==> run_1/layer_met2.png <==
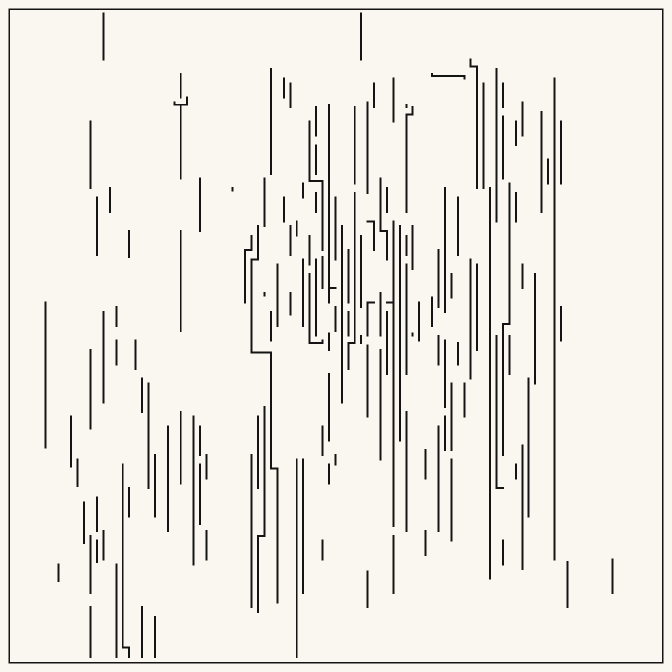
==> run_1/sizes.png <==
Scale bar: 10 um.
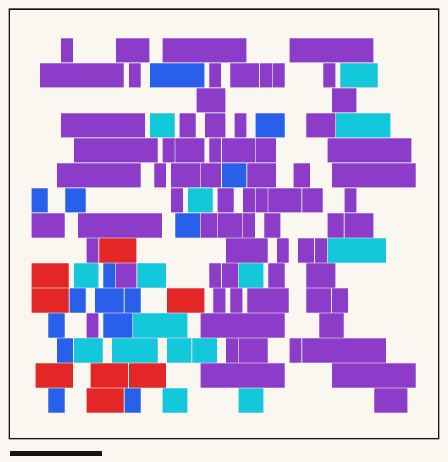
==> run_1/clk_routes.png <==
Scale bar: 10 um.
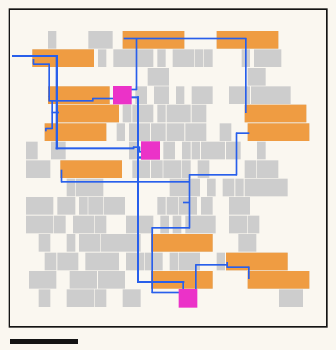
--- config.mk ---
export PLATFORM = sky130hd
export DESIGN_NAME = pipe_hazard_ctrl
export DESIGN_NICKNAME = d
export VERILOG_FILES = /design/src/rtl/pipe_hazard_ctrl.sv
export SDC_FILE = /design/constraint.sdc
export NUM_CORES = 1
export LEC_CHECK = 0
export CORE_MARGIN = 2
export CORE_UTILIZATION = 45
export CTS_BUF_LIST = sky130_fd_sc_hd__clkbuf_4
export CTS_CLUSTER_DIAMETER = 80
export DETAILED_ROUTE_END_ITERATION = 7
export PLACE_DENSITY_LB_ADDON = 0.05
export SETUP_SLACK_MARGIN = 0.5
export SYNTH_ARGS = -nofsm -noshare
export SYNTH_HDL_FRONTEND = slang
export SYNTH_SLANG_ARGS = --single-unit
--- constraint.sdc ---
create_clock -name clk -period 3.1 [get_ports clk]
set_clock_uncertainty 0.15 [all_clocks]
set_input_delay 0.93 -clock clk [delete_from_list [all_inputs] [get_ports clk]]
set_output_delay 0.93 -clock clk [all_outputs]
set_load 0.01 [all_outputs]
--- src/rtl/pipe_hazard_ctrl.sv ---
`timescale 1ns/1ps
// pipe_hazard_ctrl: stall/flush/bubble controller for the RV32I PC and pipeline registers.
// Optional wrapping performance counters are compiled in with `define PIPE_HAZARD_PERF_EN.
module pipe_hazard_ctrl #(
    parameter int NUM_STAGES     = 4,
    parameter int FLUSH_DEPTH    = 2,
    parameter int EX_STAGE       = 2,
    parameter int LU_CYCLES      = 1,
    parameter int TIMEOUT_CYCLES = 1024
) (
    input  logic                  clk,
    input  logic                  rst,
    input  logic                  i_mem_busy,
    input  logic                  d_mem_busy,
    input  logic                  flush,
    input  logic                  stall_FU,
    input  logic                  ex_busy,
    output logic                  we_PC,
    output logic [NUM_STAGES-1:0] we_stage,
    output logic [NUM_STAGES-1:0] nop_stage,
    output logic                  flush_pending,
    output logic                  stall_timeout
`ifdef PIPE_HAZARD_PERF_EN
    ,
    output logic [31:0]           perf_stall_cnt,
    output logic [31:0]           perf_flush_cnt,
    output logic [31:0]           perf_lu_cnt
`endif
);

    localparam int LU_W  = (LU_CYCLES > 1) ? $clog2(LU_CYCLES) : 1;
    localparam int TMO_W = $clog2(TIMEOUT_CYCLES + 1);

    localparam logic [LU_W-1:0]       LU_RELOAD  = LU_W'(LU_CYCLES - 1);
    localparam logic [LU_W-1:0]       LU_ONE     = LU_W'(1);
    localparam logic [TMO_W-1:0]      TMO_MAX    = TMO_W'(TIMEOUT_CYCLES);
    localparam logic [TMO_W-1:0]      TMO_ONE    = TMO_W'(1);
    localparam logic [NUM_STAGES-1:0] ALL_ONES   = {NUM_STAGES{1'b1}};
    localparam logic [NUM_STAGES-1:0] FLUSH_MASK = ALL_ONES >> (NUM_STAGES - FLUSH_DEPTH);
    localparam logic [NUM_STAGES-1:0] EX_LO_MASK = ALL_ONES >> (NUM_STAGES - EX_STAGE);

    typedef enum logic [2:0] {
        MODE_RUN   = 3'd0,
        MODE_MEM   = 3'd1,
        MODE_FLUSH = 3'd2,
        MODE_EX    = 3'd3,
        MODE_LU    = 3'd4
    } mode_e;

    mode_e              mode_s;
    logic [LU_W-1:0]    lu_cnt_q, lu_cnt_d;
    logic               flush_pend_q, flush_pend_d;
    logic [TMO_W-1:0]   frz_cnt_q, frz_cnt_d;
    logic               timeout_q, timeout_d;

    // Priority decode of this cycle's hazard: memory > flush > EX freeze > load-use.
    always_comb begin
        mode_s = MODE_RUN;
        if (i_mem_busy || d_mem_busy) begin
            mode_s = MODE_MEM;
        end else if (flush || flush_pend_q) begin
            mode_s = MODE_FLUSH;
        end else if (ex_busy) begin
            mode_s = MODE_EX;
        end else if (stall_FU || (lu_cnt_q != {LU_W{1'b0}})) begin
            mode_s = MODE_LU;
        end else begin
            mode_s = MODE_RUN;
        end
    end

    // Pipeline control outputs plus load-use hold and deferred-flush next state.
    always_comb begin
        we_PC        = 1'b1;
        we_stage     = ALL_ONES;
        nop_stage    = {NUM_STAGES{1'b0}};
        lu_cnt_d     = lu_cnt_q;
        flush_pend_d = 1'b0;
        case (mode_s)
            MODE_MEM: begin
                we_PC        = 1'b0;
                we_stage     = {NUM_STAGES{1'b0}};
                flush_pend_d = flush_pend_q | flush;
            end
            MODE_FLUSH: begin
                nop_stage = FLUSH_MASK;
                lu_cnt_d  = {LU_W{1'b0}};
            end
            MODE_EX: begin
                we_PC               = 1'b0;
                we_stage            = ~EX_LO_MASK;
                nop_stage[EX_STAGE] = 1'b1;
            end
            MODE_LU: begin
                we_PC        = 1'b0;
                we_stage[0]  = 1'b0;
                nop_stage[1] = 1'b1;
                if (lu_cnt_q != {LU_W{1'b0}}) begin
                    lu_cnt_d = lu_cnt_q - LU_ONE;
                end else begin
                    lu_cnt_d = LU_RELOAD;
                end
            end
            default: begin
                lu_cnt_d = lu_cnt_q;
            end
        endcase
    end

    // Watchdog: count consecutive PC-frozen cycles, saturate, and latch a sticky flag.
    always_comb begin
        if (we_PC) begin
            frz_cnt_d = {TMO_W{1'b0}};
        end else if (frz_cnt_q == TMO_MAX) begin
            frz_cnt_d = frz_cnt_q;
        end else begin
            frz_cnt_d = frz_cnt_q + TMO_ONE;
        end
        timeout_d = timeout_q | (frz_cnt_d == TMO_MAX);
    end

    // Controller state registers.
    always_ff @(posedge clk or negedge rst) begin
        if (!rst) begin
            lu_cnt_q     <= {LU_W{1'b0}};
            flush_pend_q <= 1'b0;
            frz_cnt_q    <= {TMO_W{1'b0}};
            timeout_q    <= 1'b0;
        end else begin
            lu_cnt_q     <= lu_cnt_d;
            flush_pend_q <= flush_pend_d;
            frz_cnt_q    <= frz_cnt_d;
            timeout_q    <= timeout_d;
        end
    end

    assign flush_pending = flush_pend_q;
    assign stall_timeout = timeout_q;

`ifdef PIPE_HAZARD_PERF_EN
    logic [31:0] perf_stall_q, perf_flush_q, perf_lu_q;
    logic        lu_entry_s;

    assign lu_entry_s = (mode_s == MODE_LU) && (lu_cnt_q == {LU_W{1'b0}});

    // Wrapping event counters for stalls, flush cycles and load-use entries.
    always_ff @(posedge clk or negedge rst) begin
        if (!rst) begin
            perf_stall_q <= 32'd0;
            perf_flush_q <= 32'd0;
            perf_lu_q    <= 32'd0;
        end else begin
            perf_stall_q <= perf_stall_q + {31'd0, ~we_PC};
            perf_flush_q <= perf_flush_q + {31'd0, (mode_s == MODE_FLUSH)};
            perf_lu_q    <= perf_lu_q + {31'd0, lu_entry_s};
        end
    end

    assign perf_stall_cnt = perf_stall_q;
    assign perf_flush_cnt = perf_flush_q;
    assign perf_lu_cnt    = perf_lu_q;
`endif

endmodule

==> flow_summary_export.csv, run 1 <==
group,metric,value,unit
power,power_density,483.5,nW/um2
synth,fp_nets,97,
synth,topCellsByArea,"dfrtp_1 40%, nor2_1 6.9%, xnor2_1 4.3%, a21oi_4 4.0%, xor2_1 3.2%",
final_layout,fillCellCount,152,
placed_design,dpl.cell_count,130,
worst_hold_path,hp-start,"stall_timeout$_DFF_PN0_",
detailed_routing,drtAntennaViolNets,0,
final_layout,final_layout_top_logic_cell,"nor2_1",
final_layout,post-route-util,61.90,%
power,pg_comb,0.000159,W
sta,setup_repair_after_global_routing_missed_its_margin,"true",
floorplan,die_x,46.55,um
clock_tree,holdBufCountCts,0,
final_layout,num-clock-buffers,4,
power,static_leak,0.4791,nW
placed_design,preCtsSetupSlack,-385.8,ps
synth,synth.cellmix.compoundShare,13.21,%
floorplan,core_area,1708,um2
detailed_routing,highest_layer,"met4",
placed_design,place.port_buffers,16,
synth,ys_cells,88,
worst_setup_path,path_cells,"buf_6 > or2_4 > a21oi_4 > buf_2",
synth,post_synth.cell_area_avg,9.256,um2
worst_setup_path,regToRegEndpoint,"stall_timeout$_DFF_PN0_",
job,timing.max_cap.violations,0,
sta,fin_tns_setup,0,ps
placed_design,gp_congestion,0.8064,
worst_setup_path,worstReg2RegStart,"frz_cnt_q[0]$_DFF_PN0_",
sta,finalWorstPathRequiredPeriod,2694,ps
power,peakVddDrop,0.2481,mV
detailed_routing,avg_vias_per_cell,5.141,
detailed_routing,drt-met1-wl,772,um
synth,synth_area_leader_cell,"dfrtp_1",
final_layout,comb_cells,65,
detailed_routing,detail_route.wl_per_cell,12.61,um
final_layout,largest_register_ffs,11,
detailed_routing,wl_met3,113,um
clock_tree,cts.repair_timing.setup_buffer_count,1,
grt,antenna_found_initial,0,
worst_setup_path,worstSetupPathDepth,4,
worst_setup_path,cpPeakStageDelay,250,ps
sta,clock.fmax,371.1,MHz
power,power.sequential.total,0.000230,W
job,log.warning_count,30,
synth,ys_ff,13,
worst_setup_path,crit_path_class,"input port to output port",
clock_tree,cts_repair_resize_count,61,
final_layout,combAreaFraction,43.79,%
sta,final.period_utilization,86.92,%
clock_tree,path_clk_slew,80,ps
worst_setup_path,cp-endpoint,"we_PC",
worst_setup_path,path_max_fanout,4,
worst_setup_path,critical_path.n_buffers_inverters,2,
grt,largest_net_degree_at_the_start_of_global_routing,14,
power,top_power_group,"registers",
run_status,run_status,"complete, no violations",
detailed_routing,drt-initial-drc-count,22,
sta,max_slew_headroom_at_the_worst_pin,61.11,%
synth,asyncSetResetFlopFracSynth,100.0,%
floorplan,floorplan.io_pins,18,
power,switching_share,35.80,%
## Picture notes: layer_met2.png
longest straight run: 34.3 um
main direction: vertical
wire length on this layer: 775 um
nets with wire on the layer: 100
routed wire length: 1702 um
vias after detailed routing: 694
M2 GR Usage: 29.44%

## Picture notes: sizes.png
legend:
  blue:
    size: _2 cells
    cells: 15
    share: 14%
    most_used: buf_2
  cyan:
    size: _3 and _4 cells
    cells: 15
    share: 14%
  purple:
    size: _0 and _1 cells
    cells: 72
    share: 65%
    most_used: nor2_1
  red:
    size: _6 and larger
    cells: 8
    share: 7.3%
    most_used: buf_6
setup slack after layout: 405.5 ps
final non-filler cell area: 1057 um2
buffers outside the clock class: 22
area growth from synthesis to layout: 29.80%

## Picture notes: clk_routes.png
legend:
  blue:
    item: clock wires
    length: 221 um
  magenta:
    item: clock drivers
    count: 3
  orange:
    item: flip-flops
    count: 13
routed clock nets: 4
P_clk: 0.000122 W
clk ins delay skew pair: 290 ps
part of the power in the clock network: 23.9%

==> run_1/clocks.png <==
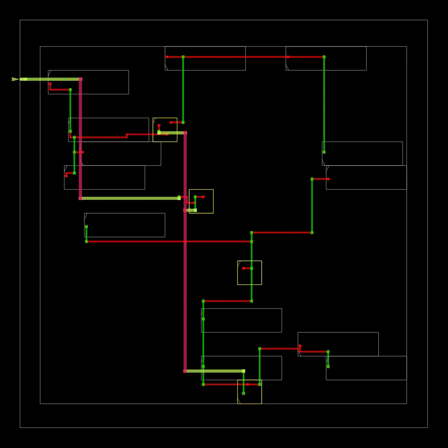

==> run 2: changes to the inputs <==
--- a/config.mk
+++ b/config.mk
@@ -7,7 +7,6 @@
 export LEC_CHECK = 0
 export CORE_MARGIN = 2
 export CORE_UTILIZATION = 45
-export CTS_BUF_LIST = sky130_fd_sc_hd__clkbuf_4
 export CTS_CLUSTER_DIAMETER = 80
 export DETAILED_ROUTE_END_ITERATION = 7
 export PLACE_DENSITY_LB_ADDON = 0.05
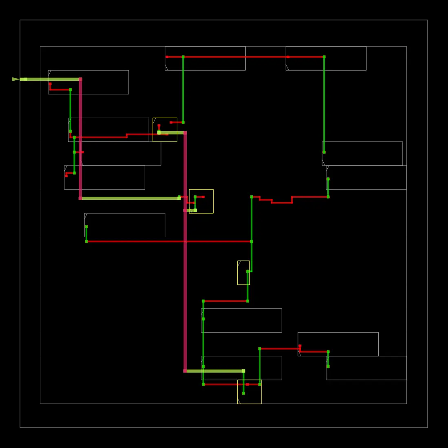
(run_2/clocks.png)
clock buffers: 4
P_clk: 0.000113 W

==> run 2 against run 1 <==
First-iteration DRC count shrank 14%. Fmax is essentially flat. Synthesized cell count is the same. Hold slack is essentially flat. Clock power shrank 7%. Sequential power is essentially flat. Critical path depth is the same. Combinational power is essentially flat. Sequential share of layout area grew 0.11 points. Cell count is the same. Critical endpoint unchanged. Largest cell class unchanged. Largest power group unchanged. Highest routed layer unchanged.
==> flow_summary_export.csv, run 2 <==
group,metric,value,unit
sta,clock.fmax,371.3,MHz
synth,topCellsByArea,"dfrtp_1 40%, nor2_1 6.9%, xnor2_1 4.3%, a21oi_4 4.0%, xor2_1 3.2%",
power,pg_comb,0.000160,W
synth,synth_area_leader_cell,"dfrtp_1",
sta,worst_slack,407.0,ps
detailed_routing,detail_route.wl_per_cell,12.61,um
clock_tree,cts.repair_timing.setup_buffer_count,1,
clock_tree,cts_repair_resize_count,61,
final_layout,final_non_filler_cell_area,1054,um2
detailed_routing,wl_met3,107,um
job,log.warning_count,30,
synth,ys_cells,88,
power,static_leak,0.4757,nW
clock_tree,clock.latency.late_pin,290,ps
placed_design,dpl.cell_count,130,
synth,post_synth.cell_area_avg,9.256,um2
job,timing.max_cap.violations,0,
worst_setup_path,cpPeakStageDelay,250,ps
sta,fin_tns_setup,0,ps
worst_setup_path,critical_path.n_buffers_inverters,2,
final_layout,fillCellCount,154,
power,power.sequential.total,0.000230,W
power,peakVddDrop,0.2479,mV
worst_setup_path,worstSetupPathDepth,4,
grt,largest_net_degree_at_the_start_of_global_routing,14,
sta,final.period_utilization,86.87,%
synth,asyncSetResetFlopFracSynth,100.0,%
sta,max_slew_headroom_at_the_worst_pin,61.06,%
power,top_power_group,"registers",
final_layout,syn2layout_area_growth,29.34,%
detailed_routing,vias,692,
placed_design,gp_congestion,0.8064,
floorplan,die_x,46.55,um
synth,synth.cellmix.compoundShare,13.21,%
run_status,run_status,"complete, no violations",
final_layout,combAreaFraction,43.94,%
detailed_routing,detail_route.wirelength,1703,um
clock_tree,path_clk_slew,80,ps
worst_setup_path,regToRegEndpoint,"stall_timeout$_DFF_PN0_",
detailed_routing,avg_vias_per_cell,5.126,
power,switching_share,36.42,%
detailed_routing,highest_layer,"met4",
synth,fp_nets,97,
clock_tree,holdBufCountCts,0,
power,power.clock.fraction,22.5,%
worst_setup_path,path_max_fanout,4,
synth,ys_ff,13,
power,power_density,476.9,nW/um2
==> run_2/layer_met2.png <==
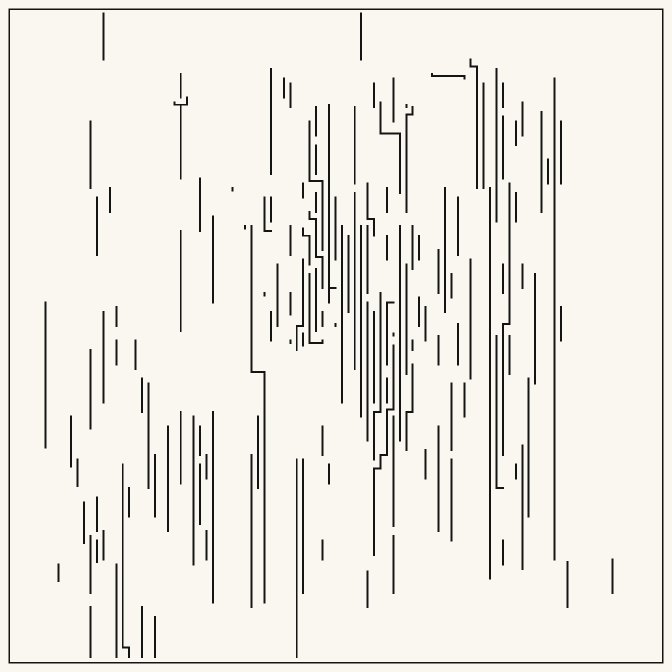

==> run 3: changes to the inputs <==
--- a/config.mk
+++ b/config.mk
@@ -5,7 +5,6 @@
 export SDC_FILE = /design/constraint.sdc
 export NUM_CORES = 1
 export LEC_CHECK = 0
-export CORE_MARGIN = 2
 export CORE_UTILIZATION = 45
 export CTS_CLUSTER_DIAMETER = 80
 export DETAILED_ROUTE_END_ITERATION = 7
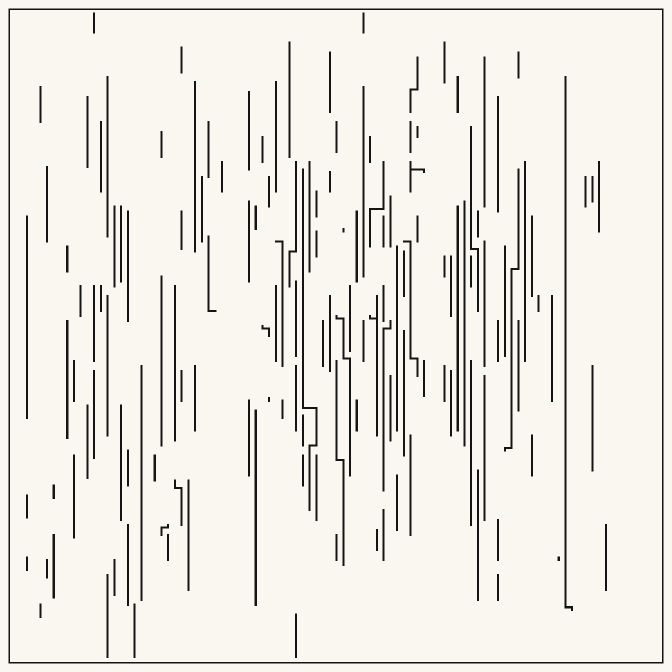
(run_3/layer_met2.png)
wire length on this layer: 800 um
share of all routed wire: 47%
longest straight run: 36.2 um
vias after detailed routing: 712
routed wire length: 1714 um
M2 GR Usage: 30.88%

==> run 3 against run 2 <==
Count of clock-buffer cells in the layout unchanged. Synthesized area did not move. First-iteration DRC count fell by 26%. Register-to-register slack worse by 30 ps. Via count is 2.9% higher. Power barely moved. Fmax fell by 2.3%. Non-clock buffer count increased by 4. Sequential cell count unchanged. Cell count rose by 3.0%. Sequential power about the same. Wire length rose by 0.65%. Largest power group unchanged. Highest routed layer unchanged.
==> flow_summary_export.csv, run 3 <==
group,metric,value,unit
worst_setup_path,regToRegEndpoint,"stall_timeout$_DFF_PN0_",
placed_design,dpl.cell_count,128,
detailed_routing,wl_met3,84,um
worst_setup_path,path_max_fanout,4,
floorplan,chip_area,1984,um2
detailed_routing,drt-met1-wl,797,um
run_status,run_status,"complete, no violations",
sta,worst_slack,343.4,ps
worst_setup_path,timing.critical_path.from_type,"input port",
synth,fraction_of_synthesized_area_in_multiplexers,1.229,%
synth,synthTopLogicFamily,"simple AND/OR/NAND/NOR gates",
sta,max_slew_headroom_at_the_worst_pin,60.82,%
synth,topCellsByArea,"dfrtp_1 40%, nor2_1 6.9%, xnor2_1 4.3%, a21oi_4 4.0%, xor2_1 3.2%",
final_layout,nonClkBufAreaFrac,20.28,%
worst_setup_path,critical_path.n_buffers_inverters,3,
power,switching_share,35.81,%
clock_tree,cts_repair_resize_count,55,
synth,ys_ff,13,
synth,fp_nets,97,
power,peakVddDrop,0.2412,mV
placed_design,detailedPlacementHpwl,1227,um
floorplan,num_rows,15,
worst_setup_path,worstSetupEndpointType,"output port",
power,power_density,462.9,nW/um2
synth,synth_area_leader_cell,"dfrtp_1",
worst_setup_path,cpPeakStageDelay,260,ps
power,pg_comb,0.000162,W
synth,post_synth.cell_area_avg,9.256,um2
sta,clock.fmax,362.8,MHz
job,log.warning_count,30,
final_layout,combAreaFraction,42.40,%
final_layout,fillCellCount,164,
power,pg_clk,0.000110,W
final_layout,final_net_count,124,
floorplan,die_x,44.55,um
detailed_routing,highest_layer,"met4",
sta,final.period_utilization,88.92,%
power,pwr-share-comb,32.2,%
final_layout,non_clock_inverter_count,6,
grt,largest_net_degree_at_the_start_of_global_routing,14,
final_layout,final_non_filler_cell_area,1086,um2
placed_design,gp_congestion,0.8293,
worst_setup_path,critical_path_arrival,1680,ps
synth,synth.cellmix.compoundShare,13.21,%
sta,fin_tns_setup,0,ps
final_layout,syn2layout_area_growth,33.33,%
detailed_routing,avg_vias_per_cell,5.122,
detailed_routing,detail_route.wl_per_cell,12.33,um
sta,finalSetupViolations,0,
detailed_routing,first_pass_iters,4,
power,power.clock.fraction,21.9,%
clock_tree,holdBufCountCts,0,
clock_tree,cts.repair_timing.setup_buffer_count,7,
worst_setup_path,crit_required,2020,ps
floorplan,nWellTaps,25,
job,timing.max_cap.violations,0,
power,top_power_group,"registers",
worst_setup_path,worstSetupPathDepth,5,
clock_tree,path_clk_slew,80,ps
synth,ys_cells,88,
floorplan,core_area,1708,um2
clock_tree,clock.latency.late_pin,280,ps
final_layout,largest-register,"frz_cnt_q",
final_layout,num-clock-buffers,4,
power,power.sequential.total,0.000231,W
power,static_leak,0.4920,nW
grt,grt_util_all_layers,20.17,%
synth,asyncSetResetFlopFracSynth,100.0,%
Power figures rest on the tool's default switching activity, not on a simulated workload.
